Port wiring:
(4 px per um)
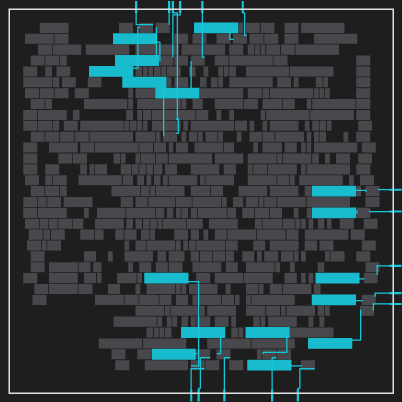
The metal 2 layer:
(3 px per um)
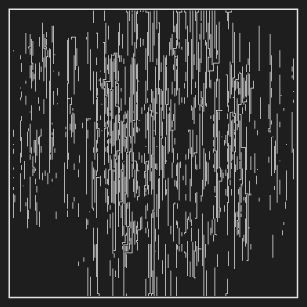
I/O pins on the die edge:
(3 px per um) Pins as bars across the die edge, other pins in gray.
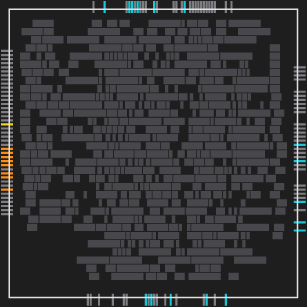
Routing congestion map:
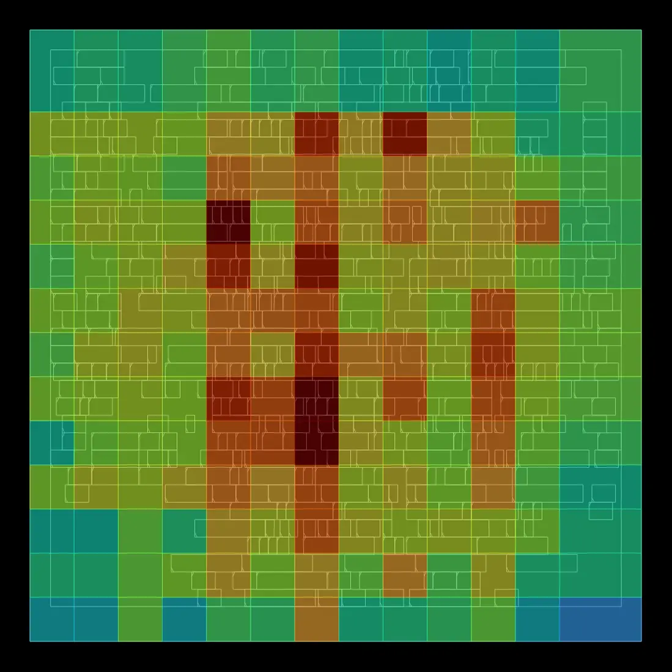
### src/rtl/oric_mem_pkg.sv
// oric_mem_pkg: FSM states, SDRAM byte-lane codes, protection base and lane-select helper
package oric_mem_pkg;
  typedef enum logic [1:0] {IDLE, CPU_WAIT, LD_WAIT, RESET_DRAIN} state_e;
  localparam logic [1:0] DS_LO = 2'b01;
  localparam logic [1:0] DS_HI = 2'b10;
  localparam logic [1:0] DS_BOTH = 2'b11;
  localparam logic [15:0] PROT_BASE_DEF = 16'hC000;
  function automatic logic [1:0] lane_sel(input logic we, input logic a0);
    return we ? (a0 ? DS_HI : DS_LO) : DS_BOTH;
  endfunction
endpackage

### src/rtl/oric_cpu_strobe_detect.sv
// oric_cpu_strobe_detect: CPU level strobes/address in -> one-cycle start_o, prot_rd_o and latched slot (we/ad/d) out
module oric_cpu_strobe_detect
  import oric_mem_pkg::*;
#(
  parameter int AW = 16,
  parameter logic [AW-1:0] PROT_BASE = AW'(PROT_BASE_DEF)
) (
  input  logic          clk_i,
  input  logic          rst_i,
  input  logic          cs_i,
  input  logic          oe_i,
  input  logic          we_i,
  input  logic [AW-1:0] ad_i,
  input  logic [7:0]    d_i,
  output logic          start_o,
  output logic          prot_rd_o,
  output logic          slot_we_o,
  output logic [AW-1:0] slot_ad_o,
  output logic [7:0]    slot_d_o
);
  logic rd, wr, rd_q, wr_q, rd_start, wr_start, hit, prot;
  logic [AW-1:0] ad_q;
  assign rd = cs_i & oe_i;
  assign wr = cs_i & we_i;
  assign rd_start = rd & (~rd_q | (ad_i != ad_q));
  assign wr_start = wr & ~wr_q;
  assign hit = ~rst_i & (rd_start | wr_start);
  assign prot = ad_i >= PROT_BASE;
  assign start_o = hit & ~prot;
  assign prot_rd_o = hit & prot & ~wr_start;
  always_ff @(posedge clk_i) begin
    rd_q <= rd;
    wr_q <= wr;
    ad_q <= ad_i;
    if (rst_i) begin
      slot_we_o <= 1'b0;
      slot_ad_o <= '0;
      slot_d_o <= '0;
    end else if (start_o) begin
      slot_we_o <= wr_start;
      slot_ad_o <= ad_i;
      slot_d_o <= d_i;
    end
  end
endmodule

### src/rtl/oric_ram_arbiter.sv
// oric_ram_arbiter: shares SDRAM port1 (sd_* toggle req/ack) between CPU ram bus (cpu_*) and ioctl loader (ld_*), CPU first
module oric_ram_arbiter
  import oric_mem_pkg::*;
#(
  parameter int AW = 16,
  parameter logic [AW-1:0] PROT_BASE = AW'(PROT_BASE_DEF),
  parameter logic [7:0] LD_INDEX = 8'd0
) (
  input  logic          clk_sys,
  input  logic          reset,
  input  logic          cpu_cs,
  input  logic          cpu_oe,
  input  logic          cpu_we,
  input  logic [AW-1:0] cpu_ad,
  input  logic [7:0]    cpu_d,
  output logic [7:0]    cpu_q,
  input  logic          ld_download,
  input  logic [7:0]    ld_index,
  input  logic          ld_wr,
  input  logic [AW-1:0] ld_addr,
  input  logic [7:0]    ld_data,
  output logic          ld_busy,
  output logic          sd_req,
  input  logic          sd_ack,
  output logic          sd_we,
  output logic [AW-1:0] sd_a,
  output logic [1:0]    sd_ds,
  output logic [15:0]   sd_d,
  input  logic [7:0]    sd_q
);
  state_e state_q, state_d;
  logic cpu_pend_q, cpu_pend_d, ld_busy_q, ld_busy_d, req_q, we_q;
  logic [AW-1:0] a_q, ld_a_q, iss_a;
  logic [1:0] ds_q;
  logic [15:0] d_q;
  logic [7:0] ld_d_q, cpu_q_q, iss_d;
  logic cpu_start, prot_rd, slot_we, iss_we;
  logic [AW-1:0] slot_ad;
  logic [7:0] slot_d;
  logic done, outstanding, capture, issue_cpu, issue_ld, cpu_rd_done, ld_done;

  oric_cpu_strobe_detect #(.AW(AW), .PROT_BASE(PROT_BASE)) u_det (
    .clk_i(clk_sys),
    .rst_i(reset),
    .cs_i(cpu_cs),
    .oe_i(cpu_oe),
    .we_i(cpu_we),
    .ad_i(cpu_ad),
    .d_i(cpu_d),
    .start_o(cpu_start),
    .prot_rd_o(prot_rd),
    .slot_we_o(slot_we),
    .slot_ad_o(slot_ad),
    .slot_d_o(slot_d)
  );

  assign done = sd_ack == req_q;
  assign outstanding = (state_q != IDLE) & ~done;
  assign capture = ld_wr & ld_download & (ld_index == LD_INDEX) & ~ld_busy_q;
  assign cpu_pend_d = cpu_start | (cpu_pend_q & ~issue_cpu);
  assign ld_busy_d = capture | (ld_busy_q & ~ld_done);
  assign iss_we = issue_cpu ? slot_we : 1'b1;
  assign iss_a = issue_cpu ? slot_ad : ld_a_q;
  assign iss_d = issue_cpu ? slot_d : ld_d_q;

  always_comb begin
    state_d = state_q;
    issue_cpu = 1'b0;
    issue_ld = 1'b0;
    cpu_rd_done = 1'b0;
    ld_done = 1'b0;
    case (state_q)
      IDLE: begin
        issue_cpu = cpu_pend_q;
        issue_ld = ~cpu_pend_q & ld_busy_q;
        state_d = cpu_pend_q ? CPU_WAIT : ld_busy_q ? LD_WAIT : IDLE;
      end
      CPU_WAIT: begin
        cpu_rd_done = done & ~we_q;
        state_d = done ? IDLE : CPU_WAIT;
      end
      LD_WAIT: begin
        ld_done = done;
        state_d = done ? IDLE : LD_WAIT;
      end
      default: state_d = done ? IDLE : RESET_DRAIN;
    endcase
  end

  // An access still in flight at reset keeps req and its issue lines untouched and is drained;
  // otherwise req aligns to ack so the port sees no new request.
  always_ff @(posedge clk_sys) begin
    if (reset) begin
      state_q <= outstanding ? RESET_DRAIN : IDLE;
      cpu_pend_q <= 1'b0;
      ld_busy_q <= 1'b0;
      cpu_q_q <= '0;
      if (!outstanding) begin
        req_q <= sd_ack;
        we_q <= 1'b0;
        a_q <= '0;
        ds_q <= DS_BOTH;
        d_q <= '0;
      end
    end else begin
      state_q <= state_d;
      cpu_pend_q <= cpu_pend_d;
      ld_busy_q <= ld_busy_d;
      if (capture) begin
        ld_a_q <= ld_addr;
        ld_d_q <= ld_data;
      end
      if (issue_cpu | issue_ld) begin
        req_q <= ~req_q;
        we_q <= iss_we;
        a_q <= iss_a;
        ds_q <= lane_sel(iss_we, iss_a[0]);
        d_q <= {iss_d, iss_d};
      end
      cpu_q_q <= prot_rd ? 8'h00 : cpu_rd_done ? sd_q : cpu_q_q;
    end
  end

  assign cpu_q = cpu_q_q;
  assign ld_busy = ld_busy_q;
  assign sd_req = req_q;
  assign sd_we = we_q;
  assign sd_a = a_q;
  assign sd_ds = ds_q;
  assign sd_d = d_q;
endmodule

### config.mk
export PLATFORM = sky130hd
export DESIGN_NAME = oric_ram_arbiter
export DESIGN_NICKNAME = d
export VERILOG_FILES = /design/src/rtl/oric_mem_pkg.sv /design/src/rtl/oric_cpu_strobe_detect.sv /design/src/rtl/oric_ram_arbiter.sv
export SDC_FILE = /design/constraint.sdc
export NUM_CORES = 1
export LEC_CHECK = 0
export CAP_MARGIN = 10
export CORE_MARGIN = 3
export CORE_UTILIZATION = 51
export DETAILED_ROUTE_END_ITERATION = 12
export PLACE_DENSITY = 0.95
export SLEW_MARGIN = 30
export SYNTH_ARGS = -nofsm -noshare
export SYNTH_HDL_FRONTEND = slang
export SYNTH_SLANG_ARGS = --single-unit
### constraint.sdc
create_clock -name clk_sys -period 4.39 [get_ports clk_sys]
set_input_delay 0.878 -clock clk_sys [delete_from_list [all_inputs] [get_ports clk_sys]]
set_output_delay 0.878 -clock clk_sys [all_outputs]
set_load 0.03 [all_outputs]
==> results.sh <==
# flow metrics
export IMPL_synth_area_um2=4090
export IMPL_worstMarginPinSlew_ns=0.974
export IMPL_yosys_area_um2=4090
export IMPL_clk_latency_ns=0.36
export IMPL_crit_arrival_ns=3.40
export IMPL_leakagePower_nw=2.06
export IMPL_fp_nets=436
export IMPL_fmax_ghz=0.322
export IMPL_hold_buffers=0
export IMPL_syn_to_final_growth_pct=33.9
export IMPL_slowest_stage="nor3_4"
export IMPL_synth_seq_cells=107
export IMPL_worstSetupPathType="in2reg"
export IMPL_drive_above_1_share=0.0630
export IMPL_grt_pass1_vias=3193
export IMPL_final_cell_mix="clkdlybuf4s50_1, dfxtp_1, nand2_1, edfxtp_1, inv_1"
export IMPL_drtAntennaViolNets=0
export IMPL_tritoncts="yes"
export IMPL_clk_path_buf_depth=2
export IMPL_hpwl_um=6620
export IMPL_power_density_nw_per_um2=404
export IMPL_finalSetupViolations=0
export IMPL_grt_max_degree=35
export IMPL_finalClockPeriodUsage=0.707
export IMPL_fp_util=0.527
export IMPL_drc=0
export IMPL_clock_sinks=107
export IMPL_endpoint_kind="register"
export IMPL_slew_limit_headroom=0.349
export IMPL_rsz0062_at_grt="no"
export IMPL_synth_main_ff_cell="dfxtp_1"
export IMPL_cp_slowest_stage_delay_ns=0.75
export IMPL_period_minus_slack_ns=3.10
export IMPL_clk_pin_slew_ns=0.10
export IMPL_ys_cells=364
export IMPL_grt_pass1_wl_um=14800
export IMPL_peakVddDrop_v=0.000183
export IMPL_crit_chain="clkdlybuf4s50_1 > xnor2_1 > nand4_1 > or4_4 > nor3_4 > o221a_2"
export IMPL_synth_cells=364
export IMPL_path_max_fanout=25
export IMPL_dr_first_iter_drc_count=224
export IMPL_coreArea_um2=7770
export IMPL_gp_congestion=0.867
export IMPL_diodes=0
export IMPL_cts_root_buffer_cell="clkbuf_8"
export IMPL_antenna_found_initial=0
export IMPL_finalClockSkew_ns=0.0166
export IMPL_grt_ovfl_total=0
export IMPL_cts_setup_buffers=0
export IMPL_postSynthSeqShare=0.650
export IMPL_fin_util=0.706
export IMPL_postCtsResizedCells=0
export IMPL_nets=543
export IMPL_vias_per_cell=5.28
export IMPL_status="complete, no violations"
export IMPL_yosysWarnings=0
export IMPL_required_ns=4.69
export IMPL_hold_viol_final=0
export IMPL_synthArstFlopShare=0
export IMPL_cp_start_kind="primary input"
export IMPL_syn_mean_instance_area_um2=11.2
export IMPL_htree_levels=3
export IMPL_hold_class="reg2reg"
export IMPL_cts_buffers=9
export IMPL_lay_top_count="clkdlybuf4s50_1"
export IMPL_setup_tns_ns=0
export IMPL_edf_count=52
export IMPL_fp_row_count=32
export IMPL_ys_types=30
export IMPL_maxCapViolCount=0
export IMPL_warnings=26
export IMPL_slew_viol_final=0
export IMPL_dr_pass1_iters=5
export IMPL_dieArea_um2=9140
About 'port wiring':
cyan -> `sd_a`  # bits 16, direction output, end cells 16, buffers 16, wire 266 um
Port Buffers: 116
# IOs: 117

About 'the metal 2 layer':
share of all routed wire = 50%
longest straight run = 38.9 um
nets with wire on the layer = 481
wire length on this layer = 4720 um
main direction = vertical
Via Count: 3051
Post-Route WL: 9480 um
met2 Track Usage GR: 0.365

About 'I/O pins on the die edge':
cyan -> `sd_a`  # pins 16, direction output, edge 6 north, 5 east, 5 south
orange -> `ld_index`  # pins 8, direction input, edge west
yellow -> `sd_we`  # pins 1, direction output, edge west
die width: 95.6 um
DIE HEIGHT: 95.6 um

About 'routing congestion map':
Routed wire per std cell: 16.4 um
global router's overall resource usage: 0.215
Top Usage Layer GRT: met2

## final cells by class
class,instances,area (um2)
Clock buffer,10,128
Clock inverter,6,63.8
Tap cell,102,128
Inverter,47,176
Sequential cell,107,2660
Timing Repair Buffer,120,1190
Multi-Input combinational cell,186,1140
Fill cell,549,2290
## state kept, by name, summed over array words and instances, names as in the netlist, 8 cells and up
register         cells
cpu_q                8
sd_a                16
sd_d                 8
u_det.slot_ad_o     16
ld_a_q              16
u_det.slot_d_o       8
ld_d_q               8
u_det.ad_q          16
## synth_stat cells, types with 8 or more instances
library cell | instances | area (um2)
clkbuf_1 | 12 | 45.0
nor3_1 | 13 | 65.1
o32ai_1 | 24 | 210
nand2_1 | 54 | 203
a21oi_1 | 29 | 145
nor2_1 | 8 | 30.0
dfxtp_1 | 55 | 1100
mux2i_1 | 9 | 90.1
inv_1 | 47 | 176
edfxtp_1 | 52 | 1560
buf_4 | 8 | 60.1
xnor2_1 | 17 | 149
## stage by stage
| stage | worst slack (ns) | cell area, um2 | std cells | power (mW) | hold slack, ns |
|---|---|---|---|---|---|
| CTS | 1.33 | 5470 | 578 | 2.23 | 0.462 |
| finish | 1.29 | 5480 | 578 | 2.22 | 0.461 |
| global placement | 1.08 | 5280 | 562 | 1.63 | 0.443 |
| global route | 1.15 | 5480 | 578 | 2.30 | 0.490 |
| floorplan | 1.27 | 4090 | 364 | 1.44 | 0.433 |
| detailed placement | 0.945 | 5280 | 562 | 1.65 | 0.447 |
## routing by layer
layer,global-route usage,part of all wire,vias to the layer above
met2,0.365,0.50,148
met3,0.0734,0.090,17
met4,0.0948,0.021,0
li1,-,-,1465
met5,0,0,-
met1,0.245,0.39,1421
## logic make-up after synthesis
logic type                after synthesis  share of synthesized area
DFF                                   107                      0.650
buffers and inverters                  71                     0.0767
AOI/OAI and AO/OA                      63                      0.105
and+or+nand+nor                        97                      0.109
muxes                                   9                     0.0220
xor gates and xnor gates               17                     0.0364
## report_power, final
group	leakage [nW]	total, mW	internal, mW	switching (mW)
registers	0.951	1.17	1.13	0.0351
logic	1.02	0.458	0.200	0.258
clock network	0.0943	0.590	0.265	0.326
total	2.06	2.22	1.60	0.619
## critical path, delay by kind of cell
kind                      cells  cell delay [ns]
AOI/OAI and AO/OA             1             0.32
xor gates and xnor gates      1             0.15
buffers and inverters         1             0.55
and+or+nand+nor               3             1.50
## worst paths after layout
path	slack [ns]	start	to	cells after the start
setup / recovery	1.29	cpu_ad[2]	u_det.slot_ad_o[14]	6
hold / removal	0.46	u_det.slot_ad_o[1]	u_det.slot_ad_o[1]	2
setup reg to reg	2.04	u_det.ad_q[14]	u_det.slot_ad_o[14]	5
hold reg to reg	0.46	u_det.slot_ad_o[1]	u_det.slot_ad_o[1]	2
Power and IR drop assume default switching activity.
